**src/rtl/fetch_redirect_unit_pkg.sv**
```systemverilog
// Shared fetch-stage definitions: FSM state encoding, instruction size and
// default PC constants used by the redirect unit and its helpers.
package fetch_redirect_unit_pkg;

    typedef enum logic [1:0] {
        ST_RUN    = 2'd0,
        ST_SQUASH = 2'd1,
        ST_TRAP   = 2'd2
    } state_e;

    localparam int unsigned INSTR_BYTES  = 4;
    localparam logic [31:0] DEF_RESET_PC = 32'h0000_0000;
    localparam logic [31:0] DEF_TRAP_PC  = 32'h0000_0180;

    // Targets must be word aligned; only the two low address bits matter.
    function automatic logic is_misaligned(input logic [1:0] addr_lo);
        return addr_lo != 2'b00;
    endfunction

endpackage

```
**src/rtl/fetch_redirect_unit_if.sv**
```systemverilog
// Redirect/fetch bundle between the EX/MEM register outputs and the fetch unit.
// The pipeline side is the master; the fetch unit is the slave.
interface fetch_redirect_unit_if #(
    parameter int CNT_W = 16
) ();
    logic             stall;
    logic             PCSrc_in;
    logic             JtoPC_in;
    logic [31:0]      branch_addr_in;
    logic [31:0]      jump_addr_in;
    logic [31:0]      PC;
    logic [31:0]      next_PC;
    logic             flush;
    logic             trap;
    logic [CNT_W-1:0] redirect_cnt;

    modport master (
        output stall, PCSrc_in, JtoPC_in, branch_addr_in, jump_addr_in,
        input  PC, next_PC, flush, trap, redirect_cnt
    );

    modport slave (
        input  stall, PCSrc_in, JtoPC_in, branch_addr_in, jump_addr_in,
        output PC, next_PC, flush, trap, redirect_cnt
    );
endinterface

```
**src/rtl/fetch_redirect_unit_redirect_sel.sv**
```systemverilog
// Combinational redirect target select: jump wins over taken branch, and the
// chosen target is flagged when it is not word aligned.
module fetch_redirect_unit_redirect_sel
    import fetch_redirect_unit_pkg::*;
(
    input  logic        i_pcsrc,
    input  logic        i_jtopc,
    input  logic [31:0] i_branch_addr,
    input  logic [31:0] i_jump_addr,
    output logic        o_redirect,
    output logic [31:0] o_target,
    output logic        o_misaligned
);
    assign o_redirect   = i_pcsrc | i_jtopc;
    assign o_target     = i_jtopc ? i_jump_addr : i_branch_addr;
    assign o_misaligned = is_misaligned(o_target[1:0]);
endmodule

```
**src/rtl/fetch_redirect_unit.sv**
```systemverilog
// Fetch-side PC owner: applies EX/MEM redirects, squashes the younger slots for
// FLUSH_DEPTH cycles, traps misaligned targets and counts accepted redirects.
module fetch_redirect_unit
    import fetch_redirect_unit_pkg::*;
#(
    parameter logic [31:0] RESET_PC    = DEF_RESET_PC,
    parameter logic [31:0] TRAP_PC     = DEF_TRAP_PC,
    parameter int          FLUSH_DEPTH = 3,
    parameter int          CNT_W       = 16
) (
    input  logic                  CLK,
    input  logic                  RSTn,
    fetch_redirect_unit_if.slave  bus
);
    localparam int          CTR_W    = (FLUSH_DEPTH > 1) ? $clog2(FLUSH_DEPTH) : 1;
    localparam logic [CTR_W-1:0] CTR_LOAD = CTR_W'(FLUSH_DEPTH - 1);
    localparam logic [31:0] PC_STEP  = 32'(INSTR_BYTES);

    state_e           r_state, w_state_nxt;
    logic [31:0]      r_pc, w_pc_nxt, w_pc_inc;
    logic             r_flush, w_flush_nxt;
    logic             r_trap, w_trap_nxt;
    logic [CTR_W-1:0] r_ctr, w_ctr_nxt;
    logic [CNT_W-1:0] r_cnt, w_cnt_nxt;

    logic             w_redirect;
    logic [31:0]      w_target;
    logic             w_misaligned;

    fetch_redirect_unit_redirect_sel u_redirect_sel (
        .i_pcsrc       (bus.PCSrc_in),
        .i_jtopc       (bus.JtoPC_in),
        .i_branch_addr (bus.branch_addr_in),
        .i_jump_addr   (bus.jump_addr_in),
        .o_redirect    (w_redirect),
        .o_target      (w_target),
        .o_misaligned  (w_misaligned)
    );

    assign w_pc_inc = r_pc + PC_STEP;

    always_comb begin
        // NOTE: every combinational output gets a default first so no path
        // through the case leaves it unassigned (which would infer a latch).
        w_state_nxt = r_state;
        w_pc_nxt    = r_pc;
        w_flush_nxt = r_flush;
        w_trap_nxt  = 1'b0;
        w_ctr_nxt   = r_ctr;
        w_cnt_nxt   = r_cnt;

        unique case (r_state)
            ST_RUN: begin
                if (w_redirect) begin
                    w_flush_nxt = 1'b1;
                    w_ctr_nxt   = CTR_LOAD;
                    if (w_misaligned) begin
                        w_pc_nxt    = TRAP_PC;
                        w_trap_nxt  = 1'b1;
                        w_state_nxt = ST_TRAP;
                    end else begin
                        w_pc_nxt    = w_target;
                        w_state_nxt = ST_SQUASH;
                        if (!(&r_cnt)) w_cnt_nxt = r_cnt + CNT_W'(1);
                    end
                end else if (!bus.stall) begin
                    w_pc_nxt = w_pc_inc;
                end
            end
            // The trap cycle is the first squash cycle, so both states share
            // the countdown; redirects and stall are ignored while squashing.
            ST_SQUASH, ST_TRAP: begin
                w_pc_nxt = w_pc_inc;
                if (r_ctr == '0) begin
                    w_flush_nxt = 1'b0;
                    w_state_nxt = ST_RUN;
                end else begin
                    w_ctr_nxt   = r_ctr - CTR_W'(1);
                    w_state_nxt = ST_SQUASH;
                end
            end
            default: begin
                w_flush_nxt = 1'b0;
                w_state_nxt = ST_RUN;
            end
        endcase
    end

    always_ff @(posedge CLK or negedge RSTn) begin
        if (!RSTn) begin
            r_state <= ST_RUN;
            r_pc    <= RESET_PC;
            r_flush <= 1'b0;
            r_trap  <= 1'b0;
            r_ctr   <= '0;
            r_cnt   <= '0;
        end else begin
            // NOTE: state registers use non-blocking assignments so every
            // register samples pre-edge values regardless of statement order.
            r_state <= w_state_nxt;
            r_pc    <= w_pc_nxt;
            r_flush <= w_flush_nxt;
            r_trap  <= w_trap_nxt;
            r_ctr   <= w_ctr_nxt;
            r_cnt   <= w_cnt_nxt;
        end
    end

    assign bus.PC           = r_pc;
    assign bus.next_PC      = w_pc_inc;
    assign bus.flush        = r_flush;
    assign bus.trap         = r_trap;
    assign bus.redirect_cnt = r_cnt;
endmodule

```
**src/flat_wrapper.sv**
```systemverilog
// flat-port wrapper written by rule: the top's interface ports become plain ports
module fetch_redirect_unit_flat import fetch_redirect_unit_pkg::*;
#(
    parameter logic [31:0] RESET_PC    = DEF_RESET_PC,
    parameter logic [31:0] TRAP_PC     = DEF_TRAP_PC,
    parameter int          FLUSH_DEPTH = 3,
    parameter int          CNT_W       = 16
)
  (CLK, RSTn, bus_stall, bus_PCSrc_in, bus_JtoPC_in, bus_branch_addr_in, bus_jump_addr_in, bus_PC, bus_next_PC, bus_flush, bus_trap, bus_redirect_cnt);
  fetch_redirect_unit_if #(.CNT_W(CNT_W)) bus_i ();
  input  logic CLK;
  input  logic RSTn;
  input wire logic [$bits(bus_i.stall)-1:0] bus_stall;
  input wire logic [$bits(bus_i.PCSrc_in)-1:0] bus_PCSrc_in;
  input wire logic [$bits(bus_i.JtoPC_in)-1:0] bus_JtoPC_in;
  input wire logic [$bits(bus_i.branch_addr_in)-1:0] bus_branch_addr_in;
  input wire logic [$bits(bus_i.jump_addr_in)-1:0] bus_jump_addr_in;
  output wire logic [$bits(bus_i.PC)-1:0] bus_PC;
  output wire logic [$bits(bus_i.next_PC)-1:0] bus_next_PC;
  output wire logic [$bits(bus_i.flush)-1:0] bus_flush;
  output wire logic [$bits(bus_i.trap)-1:0] bus_trap;
  output wire logic [$bits(bus_i.redirect_cnt)-1:0] bus_redirect_cnt;
  assign bus_i.stall = bus_stall;
  assign bus_i.PCSrc_in = bus_PCSrc_in;
  assign bus_i.JtoPC_in = bus_JtoPC_in;
  assign bus_i.branch_addr_in = bus_branch_addr_in;
  assign bus_i.jump_addr_in = bus_jump_addr_in;
  assign bus_PC = bus_i.PC;
  assign bus_next_PC = bus_i.next_PC;
  assign bus_flush = bus_i.flush;
  assign bus_trap = bus_i.trap;
  assign bus_redirect_cnt = bus_i.redirect_cnt;
  fetch_redirect_unit #(.RESET_PC(RESET_PC), .TRAP_PC(TRAP_PC), .FLUSH_DEPTH(FLUSH_DEPTH), .CNT_W(CNT_W)) u_core (.CLK(CLK), .RSTn(RSTn), .bus(bus_i));
endmodule
```
**config.mk**
```make
export PLATFORM = sky130hd
export DESIGN_NAME = fetch_redirect_unit_flat
export DESIGN_NICKNAME = d
export VERILOG_FILES = /design/src/rtl/fetch_redirect_unit_pkg.sv /design/src/rtl/fetch_redirect_unit_if.sv /design/src/rtl/fetch_redirect_unit_redirect_sel.sv /design/src/rtl/fetch_redirect_unit.sv /design/src/flat_wrapper.sv
export SDC_FILE = /design/constraint.sdc
export NUM_CORES = 1
export LEC_CHECK = 0
export ABC_AREA = 1
export CAP_MARGIN = 40
export CELL_PAD_IN_SITES_DETAIL_PLACEMENT = 1
export CELL_PAD_IN_SITES_GLOBAL_PLACEMENT = 1
export CORE_MARGIN = 5
export CORE_UTILIZATION = 28
export CTS_CLUSTER_SIZE = 24
export DETAILED_ROUTE_END_ITERATION = 10
export HOLD_SLACK_MARGIN = 0.05
export PLACE_DENSITY = 0.8
export SLEW_MARGIN = 30
export SYNTH_ARGS = -nofsm -noshare
export SYNTH_HDL_FRONTEND = slang
export SYNTH_SLANG_ARGS = --single-unit
```
**constraint.sdc**
```tcl
create_clock -name CLK -period 1.5 [get_ports CLK]
set_input_delay 0.225 -clock CLK [delete_from_list [all_inputs] [get_ports CLK]]
set_output_delay 0.225 -clock CLK [all_outputs]
set_load 0.02 [all_outputs]
```
### Clock network drawn from the DEF, run 1

The bar under the picture is 50 um long.
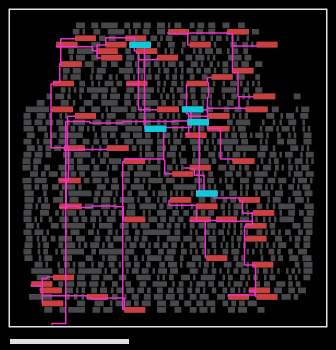
[magenta] clock wires | length: 1050 um
[red] flip-flops | count: 54
[cyan] clock-net drivers | count: 5
flops lie: all over the die
Clock Skew: 0.01382 ns
Late-Pin Clk Latency: 0.31 ns
clock-net power: 1300 uW
Clock power frac: 6.4%

### Clock wiring as the flow saved it, run 1

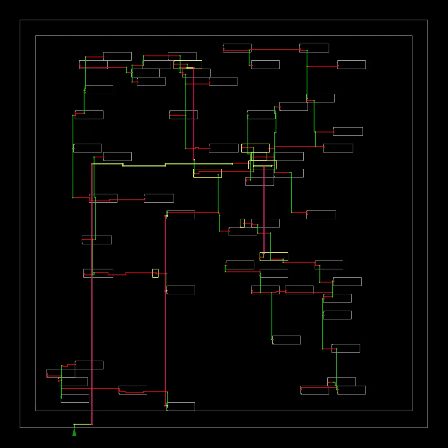
sequential cells: 54
clk sinks: 54
clkbuf count: 7
Num CTS Buffers: 5

### Placed cells, one colour a class, run 1

Fill, decap, tap and diode cells in grey.
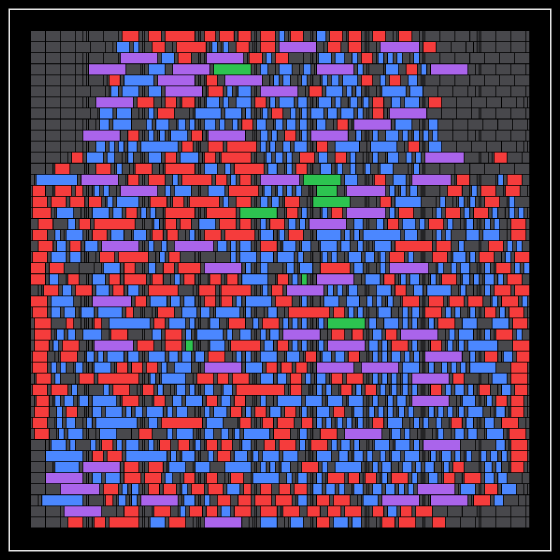
| colour | class | cells | share of their area |
|---|---|---|---|
| green | clock drivers and dummy loads | 8 | 1.7% |
| red | remaining buffers and delay cells | 334 | 38% |
| blue | remaining logic cells | 589 | 44% |
| purple | registers | 54 | 16% |
# rows: 45
final instance area: 8937 um2

### Where the registers sit, run 1

The bar under the picture is 50 um long. Other sequential cells in the stronger grey, the rest of the logic in the fainter grey.
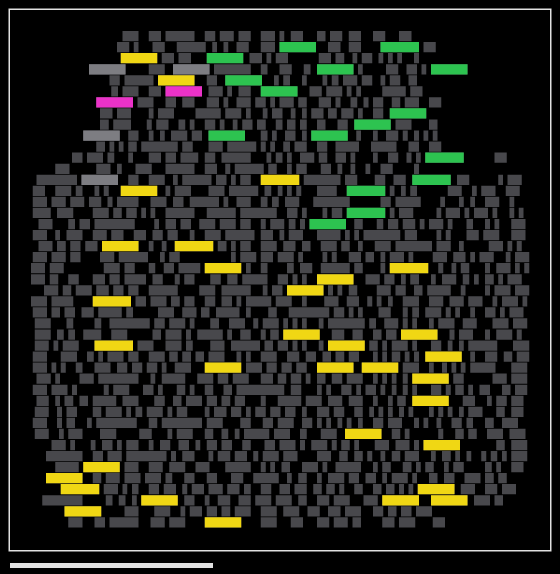
| colour | signal | flops |
|---|---|---|
| yellow | u_core.bus.PC | 32 |
| green | u_core.bus.redirect_cnt | 16 |
| magenta | u_core.r_state | 2 |
not coloured: 4

==> out/metrics.yaml, run 1 <==
coreArea_um2: 15030
dp_worst_setup_slack_ns: -0.6834
power_uw: 20280
cts_hold_buf: 1
ys_types: 42
dr.pass1.iters: 5
hold_class: "in -> async"
n_tap_cell: 188
grt_pass1_vias: 6584
comb-power_uw: 16200
cap_viol_max_count: 0
common_cells: "nand2_1 (260), nor2_1 (70), inv_1 (58)"
met1_usage_pct: 28.03
nNetsFinal: 1058
grt_max_degree: 55
top_area_cell_class: "logic gates"
timing.rr.end: "u_core.bus.PC[31]$_DFFE_PN0P_"
fin_ws_ns: -0.7189
violations: "setup timing"
cp-end-kind: "output pin"
drtAntennaViolNets: 0
track_usage_pct: 25.66
setup_viol: 79
post-route-period-util_pct: 147.9
grt_busiest_layer: "met2"
h-tree-depth: 2
port_buffers: 150
syn-num-nets: 737
power.ir.vdd_worst_v: 0.001208
drc: 0
dieWidth_um: 132.9
ys_area_um2: 4230
fp_util_pct: 28.14
post_cts_buffers: 62
status: "complete, but fails checks"
placed_cell_area_um2: 6900
fin_hold_ws_ns: 0.4535
p_seq_share_pct: 13.8
seq-cell-share_pct: 15.27
area_leaders: "dfrtp_1 (32%), nand2_1 (23%), nor2_1 (6.2%), nand3_1 (5.7%), inv_1 (5.1%)"
power-top-group: "combinational logic"
adder_share_pct: 1.479
cp_max_fo: 4
r2r_setup_slack_ns: -0.41
wl_per_cell_um: 23.37
synthCells: 663
nMultiInputCombCells: 522
fin_cells: 1174
final_common_cell: "nand2_1"
met3_usage_pct: 5.095
### Wiring by layer, run 1

The bar under the picture is 50 um long. Two of the layers only.
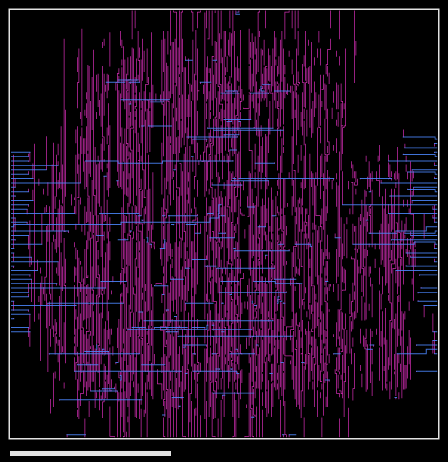

==> inputs of run 2 (changes only) <==
--- a/config.mk
+++ b/config.mk
@@ -13,6 +13,7 @@
 export CORE_UTILIZATION = 28
 export CTS_CLUSTER_SIZE = 24
 export DETAILED_ROUTE_END_ITERATION = 10
+export GPL_TIMING_DRIVEN = 0
 export HOLD_SLACK_MARGIN = 0.05
 export PLACE_DENSITY = 0.8
 export SLEW_MARGIN = 30
==> constraint.sdc (replaced) <==
create_clock -name CLK -period 1.5 [get_ports CLK]
set_input_delay 0.225 -clock CLK [delete_from_list [all_inputs] [get_ports CLK]]
set_output_delay 0.225 -clock CLK [all_outputs]
set_load 0.005 [all_outputs]
### Wiring by layer, run 2

The bar under the picture is 50 um long. Two of the layers only.
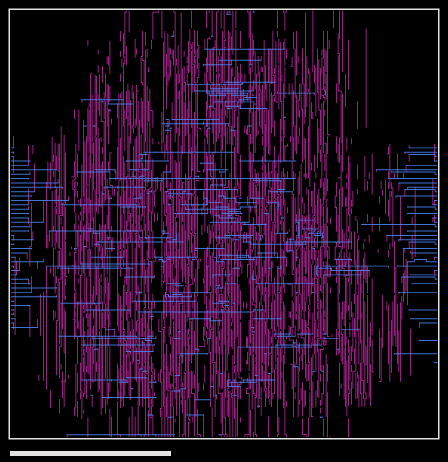
| colour | layer | wire length |
|---|---|---|
| magenta | M2 | 14300 um |
| blue | M3 | 2060 um |
WL final: 29170 um
Vias: 6549
wire per inst: 25.04 um
Total GRT Usage: 26.28%

### Clock wiring as the flow saved it, run 2

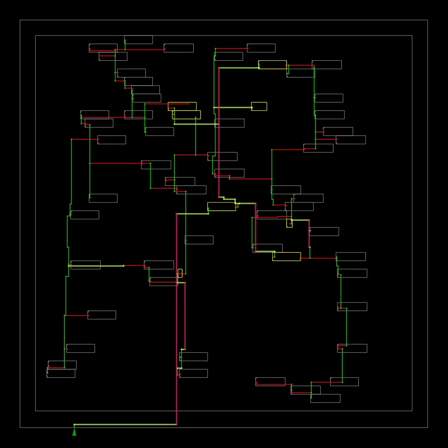
Late-Pin Clk Latency: 0.32 ns
Clock Skew: 0.01862 ns

### Where the registers sit, run 2

The bar under the picture is 50 um long. Other sequential cells in the stronger grey, the rest of the logic in the fainter grey.
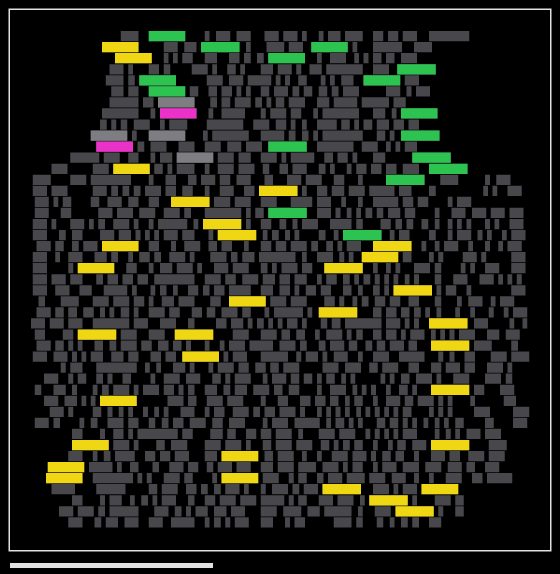
| colour | signal | flops |
|---|---|---|
| green | u_core.bus.redirect_cnt | 16 |
| yellow | u_core.bus.PC | 32 |
| magenta | u_core.r_state | 2 |

==> run 2 against run 1 <==
  * The flow still finishes with violations (setup timing)
  * Via count increased by 5.2%
  * Worst hold slack lost 0.14 ns
  * Highest routed layer unchanged
  * Area after synthesis is the same
  * Combinational power fell by 23%
  * Critical path type unchanged
==> out/metrics.yaml, run 2 <==
fin_hold_ws_ns: 0.3153
ys_area_um2: 4230
timing.rr.end: "u_core.bus.PC[19]$_DFFE_PN0P_"
power-top-group: "combinational logic"
grt_pass1_vias: 6626
seq-cell-share_pct: 15.92
p_seq_share_pct: 17.7
syn-num-nets: 737
setup_viol: 80
grt_busiest_layer: "met2"
synthCells: 663
dp_worst_setup_slack_ns: -0.7650
powerClk_uw: 1300
port_buffers: 149
flops: 54
ys_types: 42
r2r_setup_slack_ns: -0.72
grt_max_degree: 41
power_uw: 16820
n_tap_cell: 188
top_area_cell_class: "logic gates"
cts_hold_buf: 1
placed_cell_area_um2: 6018
h-tree-depth: 2
nMultiInputCombCells: 522
hold_class: "in -> async"
fin_ws_ns: -0.9335
area_leaders: "dfrtp_1 (32%), nand2_1 (23%), nor2_1 (6.2%), nand3_1 (5.7%), inv_1 (5.1%)"
coreArea_um2: 15030
drtAntennaViolNets: 0
cp-end-kind: "output pin"
clock_power_share_pct: 7.7
power.ir.vdd_worst_v: 0.0009802
fp_util_pct: 28.14
violations: "setup timing"
dieWidth_um: 132.9
status: "complete, but fails checks"
nNetsFinal: 1050
fin_cells: 1165
met1_usage_pct: 29.41
num-clock-buffers: 7
fp-row-count: 45
cp_max_fo: 4
fin_area_um2: 8693
cts_buffers: 5
post_cts_buffers: 139
No activity file was given, so power comes from the tool's default toggle rates.
